<file path="src/rtl/bar_pkg.sv">
// rtl/bar_pkg.sv - shared constants and types for the bar stream interface
// Contents:
//   WIDTH       data width of the bar interface
//   bar_data_t  one bar data word
//   level_w()   bit width of a FIFO occupancy count for a given depth
package bar_pkg;

  localparam int WIDTH = 32;

  typedef logic [WIDTH-1:0] bar_data_t;

  // Occupancy must be able to represent DEPTH itself, hence the extra bit.
  function automatic int level_w(input int depth);
    return $clog2(depth) + 1;
  endfunction

endpackage

</file>
<file path="src/rtl/bar.sv">
// rtl/bar.sv - bar valid/ready stream interface
// Signals:
//   data   stream word (bar_data_t)
//   valid  initiator has a word on data
//   ready  target accepts the word on this edge
// Modports:
//   out  initiator side (drives data/valid, samples ready)
//   in   target side (samples data/valid, drives ready)
interface bar;
  import bar_pkg::*;

  bar_data_t data;
  logic      valid;
  logic      ready;

  modport out (output data, output valid, input ready);
  modport in  (input data, input valid, output ready);
endinterface

</file>
<file path="src/rtl/bar_tx_fifo.sv">
// rtl/bar_tx_fifo.sv - show-ahead FIFO holding storage, pointers and level
// Ports:
//   clk, rst_n  clock and asynchronous active-low reset
//   push        write request; taken only when not full
//   push_data   word appended at the tail
//   pop         read request; taken only when not empty
//   head        word at the FIFO head (valid when !empty)
//   level       registered occupancy, 0..DEPTH
//   full        level == DEPTH
//   empty       level == 0
module bar_tx_fifo
  import bar_pkg::*;
#(
  parameter int DEPTH = 4,
  parameter int WIDTH = bar_pkg::WIDTH
) (
  input  logic                     clk,
  input  logic                     rst_n,
  input  logic                     push,
  input  logic [WIDTH-1:0]         push_data,
  input  logic                     pop,
  output logic [WIDTH-1:0]         head,
  output logic [$clog2(DEPTH):0]   level,
  output logic                     full,
  output logic                     empty
);

  localparam int AW = $clog2(DEPTH);
  localparam int LW = level_w(DEPTH);

  logic [WIDTH-1:0] mem [DEPTH];
  logic [AW-1:0]    wr_ptr;
  logic [AW-1:0]    rd_ptr;
  logic [LW-1:0]    level_q;
  logic             do_push;
  logic             do_pop;

  // Full/empty come from the registered level only, so a pop on the same
  // edge never frees a slot for a write while full.
  assign full    = (level_q == LW'(DEPTH));
  assign empty   = (level_q == '0);
  assign do_push = push & ~full;
  assign do_pop  = pop & ~empty;

  assign level = level_q;
  assign head  = mem[rd_ptr];

  // Pointers are AW bits wide and DEPTH is a power of two, so plain
  // increments wrap modulo DEPTH.
  always_ff @(posedge clk or negedge rst_n) begin
    if (!rst_n) begin
      wr_ptr  <= '0;
      rd_ptr  <= '0;
      level_q <= '0;
    end else begin
      if (do_push) wr_ptr <= wr_ptr + AW'(1);
      if (do_pop)  rd_ptr <= rd_ptr + AW'(1);
      case ({do_push, do_pop})
        2'b10:   level_q <= level_q + LW'(1);
        2'b01:   level_q <= level_q - LW'(1);
        default: level_q <= level_q;
      endcase
    end
  end

  // Storage needs no reset: nothing is visible until level says so.
  always_ff @(posedge clk) begin
    if (do_push) mem[wr_ptr] <= push_data;
  end

endmodule

</file>
<file path="src/rtl/bar_tx.sv">
// rtl/bar_tx.sv - local write port feeding a bar stream initiator through a FIFO
// Ports:
//   clk, rst_n  clock and asynchronous active-low reset
//   wr_en       local write request
//   wr_data     local write word
//   full        FIFO holds DEPTH entries
//   level       current FIFO occupancy
//   ovf         sticky: a write was attempted while full
//   y           bar.out stream (data/valid out, ready in)
//   tx_count    completed-beat counter
// Build option: define BAR_TX_CNT_EN to implement tx_count; otherwise it is 0
// and no counter flops exist.
module bar_tx
  import bar_pkg::*;
#(
  parameter int DEPTH = 4,
  parameter int WIDTH = bar_pkg::WIDTH
) (
  input  logic                   clk,
  input  logic                   rst_n,
  input  logic                   wr_en,
  input  logic [WIDTH-1:0]       wr_data,
  output logic                   full,
  output logic [$clog2(DEPTH):0] level,
  output logic                   ovf,
  bar.out                        y,
  output logic [31:0]            tx_count
);

  logic [WIDTH-1:0] head;
  logic             empty;
  logic             beat;

  bar_tx_fifo #(
    .DEPTH (DEPTH),
    .WIDTH (WIDTH)
  ) u_fifo (
    .clk       (clk),
    .rst_n     (rst_n),
    .push      (wr_en),
    .push_data (wr_data),
    .pop       (beat),
    .head      (head),
    .level     (level),
    .full      (full),
    .empty     (empty)
  );

  // valid follows the registered level, so it can only fall after a pop.
  // data is forced to 0 while idle so reset leaves the bus quiet.
  assign y.valid = ~empty;
  assign y.data  = empty ? '0 : head;
  assign beat    = y.valid & y.ready;

  always_ff @(posedge clk or negedge rst_n) begin
    if (!rst_n) begin
      ovf <= 1'b0;
    end else if (wr_en && full) begin
      ovf <= 1'b1;
    end
  end

`ifdef BAR_TX_CNT_EN
  logic [31:0] cnt_q;

  always_ff @(posedge clk or negedge rst_n) begin
    if (!rst_n) begin
      cnt_q <= '0;
    end else if (beat) begin
      cnt_q <= cnt_q + 32'd1;
    end
  end

  assign tx_count = cnt_q;
`else
  assign tx_count = '0;
`endif

endmodule

</file>
<file path="src/flat_wrapper.sv">
// flat-port wrapper written by rule: the top's interface ports become plain ports
module bar_tx_flat import bar_pkg::*;
#(
  parameter int DEPTH = 4,
  parameter int WIDTH = bar_pkg::WIDTH
)
  (clk, rst_n, wr_en, wr_data, full, level, ovf, tx_count, y_data, y_valid, y_ready);
  bar y_i ();
  input  logic clk;
  input  logic rst_n;
  input  logic wr_en;
  input  logic [WIDTH-1:0] wr_data;
  output logic full;
  output logic [$clog2(DEPTH):0] level;
  output logic ovf;
  output logic [31:0] tx_count;
  output wire logic [$bits(y_i.data)-1:0] y_data;
  output wire logic [$bits(y_i.valid)-1:0] y_valid;
  input wire logic [$bits(y_i.ready)-1:0] y_ready;
  assign y_data = y_i.data;
  assign y_valid = y_i.valid;
  assign y_i.ready = y_ready;
  bar_tx #(.DEPTH(DEPTH), .WIDTH(WIDTH)) u_core (.clk(clk), .rst_n(rst_n), .wr_en(wr_en), .wr_data(wr_data), .full(full), .level(level), .ovf(ovf), .y(y_i), .tx_count(tx_count));
endmodule
</file>
<file path="config.mk">
export PLATFORM = sky130hd
export DESIGN_NAME = bar_tx_flat
export DESIGN_NICKNAME = d
export VERILOG_FILES = /design/src/rtl/bar_pkg.sv /design/src/rtl/bar.sv /design/src/rtl/bar_tx_fifo.sv /design/src/rtl/bar_tx.sv /design/src/flat_wrapper.sv
export SDC_FILE = /design/constraint.sdc
export NUM_CORES = 1
export LEC_CHECK = 0
export ABC_AREA = 1
export CORE_AREA = 5 5 131 133
export CTS_CLUSTER_SIZE = 12
export DETAILED_ROUTE_END_ITERATION = 8
export DIE_AREA = 0 0 136 138
export PLACE_DENSITY_LB_ADDON = 0.25
export SKIP_LAST_GASP = 1
export SLEW_MARGIN = 40
export SYNTH_ARGS = -nofsm -noshare
export SYNTH_HDL_FRONTEND = slang
export SYNTH_SLANG_ARGS = --single-unit
</file>
<file path="constraint.sdc">
create_clock -name clk -period 3.3 [get_ports clk]
set_input_delay 0.99 -clock clk [delete_from_list [all_inputs] [get_ports clk]]
set_output_delay 0.99 -clock clk [all_outputs]
set_load 0.02 [all_outputs]
</file>
==> Slide: Implementation Results, run 1 <==
Physical Implementation Snapshot

Run status
  • Outcome: finished clean

Synth
  • Post-synth regs: between 100 and 150
  • Async SR Flop Fraction: 0.05882
  • Adder-Cell Fraction of Synth Area: 0.01338
  • Top logic family: buffers and inverters
  • Post-synth EDFFs: roughly 130
  • Synth Flop Type: edfxtp_1
  • Yosys warning tally: 0
  • Syn Inst Count: about 600
  • Mapped cell area: between 6000 and 7000 um^2
  • Ys cells: 598
  • Count leader, synth: nand2_1
  • Synth Seq Share: 0.6552
  • Area leader share: 0.6227
  • Yosys stat area: ~6000 um^2
  • Synth cell count leaders: nand2_1, edfxtp_1, inv_1
  • Simple-Gate Area Share: 0.1474
  • Xor/xnor share: 0.002838
  • MUX area fraction: 0
  • Syn_area_per_cell: roughly 10 um^2
  • Cell type with the largest total area: edfxtp_1
  • Synth cell types: 22

Worst setup path
  • R2r setup slk: approximately 1400 ps
  • CP Capture Type: output port
  • Crit path from: u_core.u_fifo.rd_ptr[1]$_DFFE_PN0P_
  • Crit path largest cell delay: 620 ps
  • WP data required: between 2000 and 2500 ps
  • CP Buf/Inv Count: 3
  • Critical Path AT: ~2200 ps
  • Worst-path cell chain: inv_2 -> buf_4 -> nand3_1 -> a21oi_1 -> clkdlybuf4s50_1
  • Reg2reg end: u_core.u_fifo.level[2]$_DFFE_PN0P_
  • Startpoint type of the worst setup path: flip-flop
  • Crit-path max FO: 15
  • Critical R2R Launch: u_core.u_fifo.level[0]$_DFFE_PN0P_
  • Critical path depth in cells: 5
  • CP endpoint: y_data[5]
  • CP delay by family, top: buffers and inverters
  • Slowest-stage cell, CP: clkdlybuf4s50_1

Pwr
  • Leakage: 0.003460 uW
  • Pwr/cell area: around 960 nW/um^2
  • VDD IR-drop max: about 0.42 mV

Global routing
  • Initial antenna violation count: 0
  • Vias in the first global route: 4038
  • First-pass GRT wire length: approximately 21 mm
  • Grt ovf: 0
  • GR Util All Layers: 0.1459
  • Largest net degree at the start of global routing: 37

Clock network
  • Max Root-Sink Buffers: 2
  • Clock Sinks: around 140
  • CTS H-Tree Depth: 4
  • CTS tree: done
  • CTS Buf Count: 17
  • Clk slew on worst S/H paths: about 60 ps
  • Clk latency late pin: between 400 and 500 ps
  • Clock root cell: clkbuf_16

Hold path
  • Worst min-delay path category: flip-flop to flip-flop

Cells and area
  • Non-filler cells in the finished layout: ~910
  • Antenna cells: 0
  • Share of layout cells above drive strength 1: 0.1400
  • Nets: ~720

Floorplanning
  • # IOs: between 100 and 150
  • Die extent in y: 138 um
  • Core area: 15710 um^2
  • Starting Density: 0.3928
  • Die area: between 15000 and 20000 um^2
  • Die width: about 140 um

Timing
  • RSZ-0062 raised after global routing: true
  • Fin Hold WS: around 470 ps
  • Tmin final: 3203 ps
  • Fin crit share: 0.9706
  • Max frequency: roughly 0.31 GHz
  • Setup Skew: about 7 ps
  • Slew Viols, Final: 0
  • Final tally of hold violations: 0

Route
  • Drt drc: 0
  • Drt pass-1 iters: 4
  • Vias per Instance: 4.406
  • Antenna Nets Post-Route: 0
  • WL/cell: about 15 um
  • Initial DRC Count: around 210

Run
  • Tool warning count: 30
  • Max Cap Violations: 0

Place
  • Pre-CTS setup slack: about 450 ps
  • HPWL Detailed: between 8 and 9 mm
  • Routability cong.: between 0.7 and 0.8
  • Placed insts: between 800 and 900
  • IO Port Bufs: between 70 and 80
  • Placed instance area: around 7000 um^2
## run 1: placed cells by master (no fill, tap or decap), types with 5 or more instances in the layout
cell type        netlist  layout
a21oi_1               32      32
buf_4                 33      10
clkbuf_16              0      17
clkdlybuf4s50_1        0      55
clkinv_1              12      15
conb_1                 1      32
dfrtp_1                8       6
dlymetal6s2s_1         0      17
edfxtp_1             128     128
ha_1                   5       5
inv_1                 87      87
inv_2                 46      45
nand2_1              142     142
nand3_1               69      69
## run 1: logic make-up (layout without fill, tap and decap cells)
family	count (synthesis)	in the layout
simple gates	217	217
buf+inv	201	265
flops	136	136
compound gates	35	35
fa+ha+maj	6	6
xor+xnor	2	2
other cells	1	32
## run 1: worst min-delay path by stage
stage / slack (ps) / startpoint / end / cells after the start
floorplan: 490 / u_core.u_fifo.wr_ptr[1]$_DFFE_PN0P_ / u_core.u_fifo.wr_ptr[1]$_DFFE_PN0P_ / 2
CTS: 470 / u_core.ovf$_DFFE_PN0P_ / u_core.ovf$_DFFE_PN0P_ / 1
global route: 480 / u_core.ovf$_DFFE_PN0P_ / u_core.ovf$_DFFE_PN0P_ / 1
global placement: 440 / u_core.ovf$_DFFE_PN0P_ / u_core.ovf$_DFFE_PN0P_ / 1
detailed placement: 450 / u_core.ovf$_DFFE_PN0P_ / u_core.ovf$_DFFE_PN0P_ / 1
finish: 470 / u_core.ovf$_DFFE_PN0P_ / u_core.ovf$_DFFE_PN0P_ / 1
## run 1: registers in the layout, indices dropped and copies added, names as in the netlist
name                  count
u_core.u_fifo.level       3
u_core.ovf                1
u_core.u_fifo.mem       128
u_core.u_fifo.rd_ptr      2
u_core.u_fifo.wr_ptr      2
## run 1: per-stage QoR
stage	power, uW	setup TNS, ps
floorplan	4355	0
finish	7399	0
global route	7853	-31.92
CTS	7529	0
detailed placement	5662	0
global placement	5622	0
## run 1: routing by layer
metal | global-route usage | vias to the layer above | routed length [um]
met5 | 0 | - | 0
met4 | 0.06101 | 0 | 227
met3 | 0.03483 | 17 | 790
met2 | 0.2485 | 125 | 6593
met1 | 0.1761 | 1876 | 5617
li1 | - | 1987 | -
## run 1: final cells by class
| cell class | count | area, um^2 |
|---|---|---|
| sequential | 136 | 4046 |
| fill | 1399 | 7988 |
| tap | 216 | 270.3 |
| multi-input combinational | 292 | 1338 |
| clock buffer | 17 | 425.4 |
| clock inverter | 15 | 160.2 |
| inverter | 145 | 546.8 |
| timing repair buffer | 88 | 938.4 |
## run 1: timing repair
| action | CTS | global route |
|---|---|---|
| setup buffers | 0 | 0 |
| gates cloned | 0 | 0 |
| resized | 1 | 20 |
| hold buffers | 0 | 0 |
| setup endpoints to repair | 1 | 31 |
## run 1: report_power, final
group / internal (uW) / switching, uW
Combinational: 1200 / 1920
Clock: 1170 / 685
Sequential: 2280 / 146
**Run 1: metal 1**

(3 px per um)
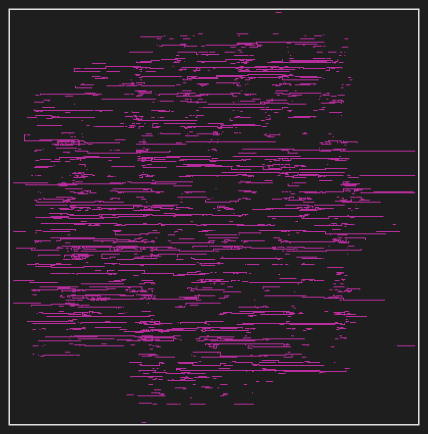
share of all routed wire = 42%
main direction = horizontal
wire length on this layer = 5620 um
nets with wire on the layer = 626
GR Util met1: 0.1761
via count: 4005
drt total wl: 13.23 mm

**Run 1: cell sizes after repair**

(3 px per um)
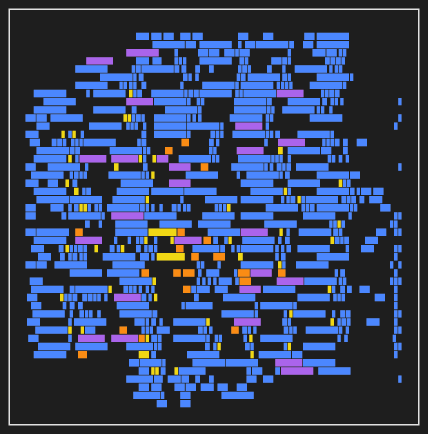
yellow -> drive 2  # cells 52, share 7.5%, most used inv_2
blue -> drive 1 or less  # cells 596, share 86%, most used nand2_1
purple -> drive 6 and up  # cells 25, share 3.6%, most used clkbuf_16
orange -> drive 3 to 4  # cells 20, share 2.9%, most used buf_4
fin area: 7725 um^2
final worst-path setup slack: 97.08 ps
Area growth syn-to-layout: 25.16%

**Run 1: placement by cell class**

(3 px per um)
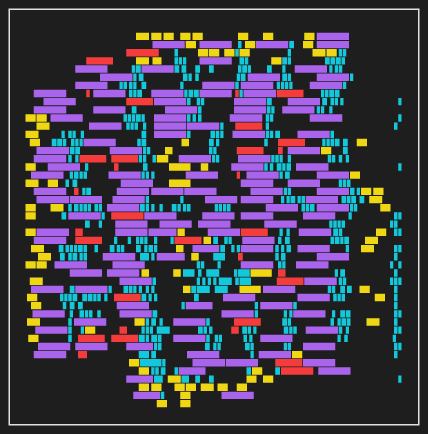
purple -> flip-flops  # cells 136, share of their area 54%
cyan -> all other logic  # cells 437, share of their area 25%
yellow -> other buffers and delay cells  # cells 88, share of their area 13%
red -> clock drivers and dummy loads  # cells 32, share of their area 7.9%
Rows: 46
fin util: 0.4916
Seq/total area: 0.5238

**Run 1: congestion heat map**

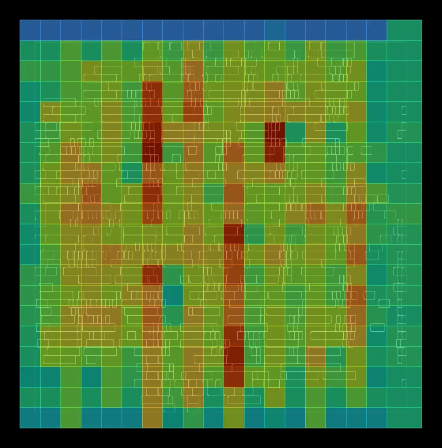

==> inputs of run 2 (changes only) <==
- CORE_AREA: 5 5 131 133 -> 2 2 117 119
- DIE_AREA: 0 0 136 138 -> 0 0 119 121
- clock period: 3.3 -> 2.79 ns (I/O delays scaled with it)
**Run 2: congestion heat map**

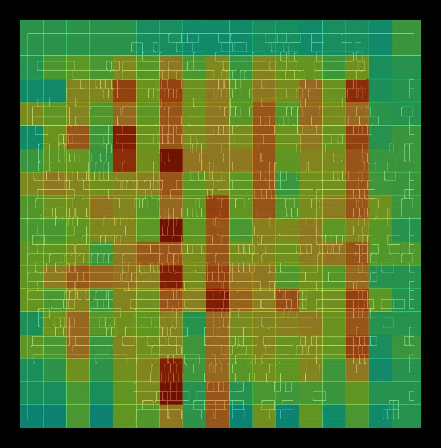
met3 GRT Util: 0.04229
GR Util met1: 0.2171
GR Util All Layers: 0.1823
fin util: 0.5854
Top Usage Layer GRT: met2

**Run 2: metal 1**

(4 px per um)
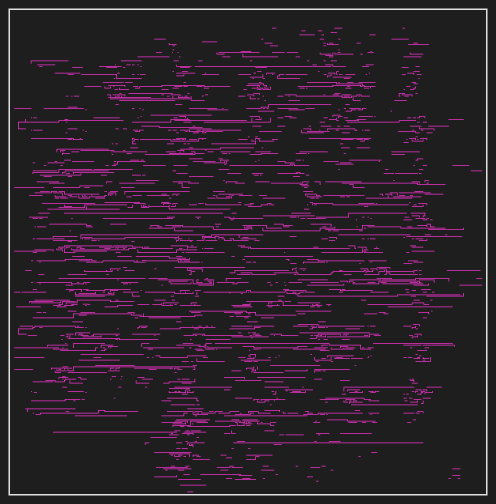
wire length on this layer = 5030 um
longest straight run = 47.4 um
nets with wire on the layer = 641
via count: 3968
drt total wl: 12.23 mm

==> run 2 against run 1 <==
Net effect:
- critical endpoint is now y_data[16]
- global-route usage up 3.6 points
- area after synthesis did not move
- critical path type unchanged
- largest power group unchanged
- wire length shrank 7.6%
- die size shrank 23%
- highest routed layer unchanged
- clock-buffer cell count increased by 1
- final cell count shrank 4.4%
- critical path depth unchanged
- clock power up 25%
- sequential power is 17% higher
- synthesized cell count did not move
==> Slide: Implementation Results, run 2 <==
Physical Implementation Snapshot

Pwr
  • Sw Share: 0.3735
  • VDD IR-drop max: about 0.50 mV
  • Pwr/cell area: approximately 1100 nW/um^2
  • Power Internal: 5420 uW
  • Leakage: 0.003366 uW
  • Net switching power: approximately 3200 uW
  • Comb pwr share: 0.402
  • Register share of total power: 0.329
  • Clock share of power: 0.269

Place
  • Placed insts: 837
  • IO Port Bufs: roughly 73
  • Routability cong.: 0.7985
  • HPWL Detailed: 7.332 mm

Worst setup path
  • Critical R2R Launch: u_core.u_fifo.level[1]$_DFFE_PN0P_
  • CP delay by family, top: buffers and inverters
  • Crit path largest cell delay: 430 ps
  • Critical Path AT: ~1900 ps
  • Crit-path max FO: 34
  • WP data required: roughly 2000 ps
  • CP Buf/Inv Count: 2
  • Slowest-stage cell, CP: dfrtp_2
  • Setup CP Type: flip-flop to output port
  • Startpoint type of the worst setup path: flip-flop
  • Worst-path cell chain: buf_4 -> nand2_1 -> nand3_1 -> a21oi_1 -> dlygate4sd2_1
  • CP Capture Type: output port
  • Crit path from: u_core.u_fifo.rd_ptr[0]$_DFFE_PN0P_

Clock network
  • Post-CTS setup buffers: 0
  • CTS H-Tree Depth: 4
  • CTS tree: done
  • Clk slew on worst S/H paths: about 60 ps
  • Clock Sinks: around 140
  • Clk latency late pin: 400 ps
  • CTS Buf Count: 17
  • Clock root cell: clkbuf_16
  • Max Root-Sink Buffers: 2

Cells and area
  • Filler cell count: around 1100
  • Non-filler cells in the finished layout: 869
  • Max FFs per register: ~130
  • Antenna cells: 0
  • Largest Register: u_core.u_fifo.mem
  • Dominant logic cell type in the layout: nand2_1
  • Area growth syn-to-layout: 24.10%
  • FF+latch area: 4045 um^2
  • MI comb area: between 1000 and 1500 um^2
  • Share of layout cells above drive strength 1: 0.1414
  • Dominant logic cell types in the final layout: nand2_1, edfxtp_1, inv_1
  • Nets: roughly 720

Global routing
  • Met2 Use GR: 0.3204
  • Largest net degree at the start of global routing: 35
  • Grt ovf: 0
  • Initial antenna violation count: 0
  • First-pass GRT wire length: roughly 20 mm
  • Vias in the first global route: ~4000

Timing
  • Max frequency: roughly 0.37 GHz
  • Slew Viols, Final: 0
  • Fin crit share: 0.9675
  • Setup Skew: between 6 and 7 ps
  • Final TNS setup: 0 ps
  • Final tally of hold violations: 0
  • Tmin final: around 2700 ps
  • RSZ-0062 raised after global routing: false
  • Setup violators final: 0

Route
  • WL/cell: about 14 um
  • Initial DRC Count: 220
  • Antenna Nets Post-Route: 0
  • Drt pass-1 iters: 4
  • Drt drc: 0
  • Vias per Instance: ~4.6

Synth
  • Synth cell types: 22
  • Ys cells: about 600
  • Synth Flop Type: edfxtp_1
  • Yosys stat area: between 6000 and 7000 um^2
  • Area leader share: 0.6227
  • Syn Inst Count: ~600
  • Syn_area_per_cell: 10.32 um^2
  • Mapped cell area: approximately 6200 um^2
  • Synth cell count leaders: nand2_1, edfxtp_1, inv_1
  • Post-synth EDFFs: between 100 and 150
  • Post-synth regs: 136
  • Count leader, synth: nand2_1
  • Top cells, area: edfxtp_1, nand2_1, nand3_1
  • Cell type with the largest total area: edfxtp_1
  • Async SR Flop Fraction: 0.05882
  • Synth Seq Share: 0.6552
  • Yosys warning tally: 0

Floorplanning
  • Die width: approximately 120 um
  • Rows: around 42
  • Core area: around 13000 um^2
  • Die extent in y: 121 um
  • Die area: between 10000 and 15000 um^2
  • # IOs: 106
  • Starting Density: 0.4717

Hold path
  • Worst min-delay path category: flip-flop to flip-flop
  • Min-delay src: u_core.ovf$_DFFE_PN0P_

Run
  • Tool warning count: 30
  • Max Cap Violations: 0

Run status
  • Outcome: finished clean
==> run 2: cell types whose count changed in the layout (fill, tap and decap cells not counted), moves of 2 or more <==
cell	previous run	this run
buf_4	10	8
clkinv_4	1	3
dlymetal6s2s_1	17	1
clkinv_1	15	12
clkinv_2	4	2
inv_6	0	2
dlygate4sd2_1	1	30
clkdlybuf4s50_1	55	41
==> run 2: timing repair <==
action	in CTS	in global routing
hold buffers	0	0
pin swaps	0	0
setup endpoints to repair	32	2
gates resized	36	2
==> run 2: metal layers <==
metal	vias to the layer above	share of wire	wire length, um
met3	10	0.057	699
met5	-	0	0
met2	126	0.52	6369
met1	1849	0.41	5027
li1	1983	-	-
met4	0	0.011	131
==> run 2: worst paths after layout <==
check                                                       to  slack, ps  depth (start not counted)
setup / recovery                                    y_data[16]         90                          5
hold / removal                          u_core.ovf$_DFFE_PN0P_        450                          1
setup reg to reg            u_core.u_fifo.level[1]$_DFFE_PN0P_        840                          9
hold reg to reg                         u_core.ovf$_DFFE_PN0P_        450                          1
max in group asynchronous  u_core.u_fifo.rd_ptr[0]$_DFFE_PN0P_       1740                          1
min in group asynchronous               u_core.ovf$_DFFE_PN0P_        730                          1
==> run 2: power groups by stage <==
stage | clock network [uW] | logic, uW | registers, uW
after detailed placement | 0 | 3770 | 2880
after global placement | 0 | 3730 | 2860
after global routing | 2460 | 3840 | 2880
after CTS | 2360 | 3530 | 2840
final | 2330 | 3480 | 2850
after floorplan | 0 | 2250 | 2900
==> run 2: cell type report <==
class / instances / share of cell area
clock buffers: 18 / 0.05603
clock inverters: 14 / 0.02565
inverters: 145 / 0.07171
multi-input cells: 292 / 0.1746
flip-flops and latches: 136 / 0.5281
well taps: 176 / 0.02875
repair buffers: 88 / 0.1152
==> run 2: cell families (layout without fill, tap and decap cells) <==
| logic type | after synthesis | in the layout | share of synthesized area |
|---|---|---|---|
| adders and majority gates | 6 | 6 | 0.01338 |
| xor gates and xnor gates | 2 | 2 | 0.002839 |
| buffers and inverters | 201 | 265 | 0.1518 |
| AOI/OAI and AO/OA | 35 | 35 | 0.02878 |
| DFF | 136 | 136 | 0.6552 |
| and+or+nand+nor | 217 | 217 | 0.1474 |
| other | 1 | 32 | 0.0006076 |
==> run 2: metrics by stage <==
stage	area (um^2)	power (uW)	setup WS (ps)	util	hold WS [ps]
after floorplan	6289	5151	24.93	-	492.3
after global placement	7053	6586	183.4	0.5390	438.9
after detailed placement	7053	6646	143.0	0.5390	449.0
after CTS	7656	8737	-172.4	0.5851	457.0
after global routing	7660	9179	9.133	0.5854	494.3
final	7660	8651	90.77	0.5854	454.3
==> run 2: worst reg2reg max path, stage by stage (launching register included) <==
cell     delay, ps
dfrtp_1        400
inv_2          100
nand3_2        120
buf_4          170
nand2_1        120
inv_1           70
ha_1           190
inv_1           90
fa_1           430
o21ai_0        180
Power figures rest on the tool's default switching activity, not on a simulated workload.
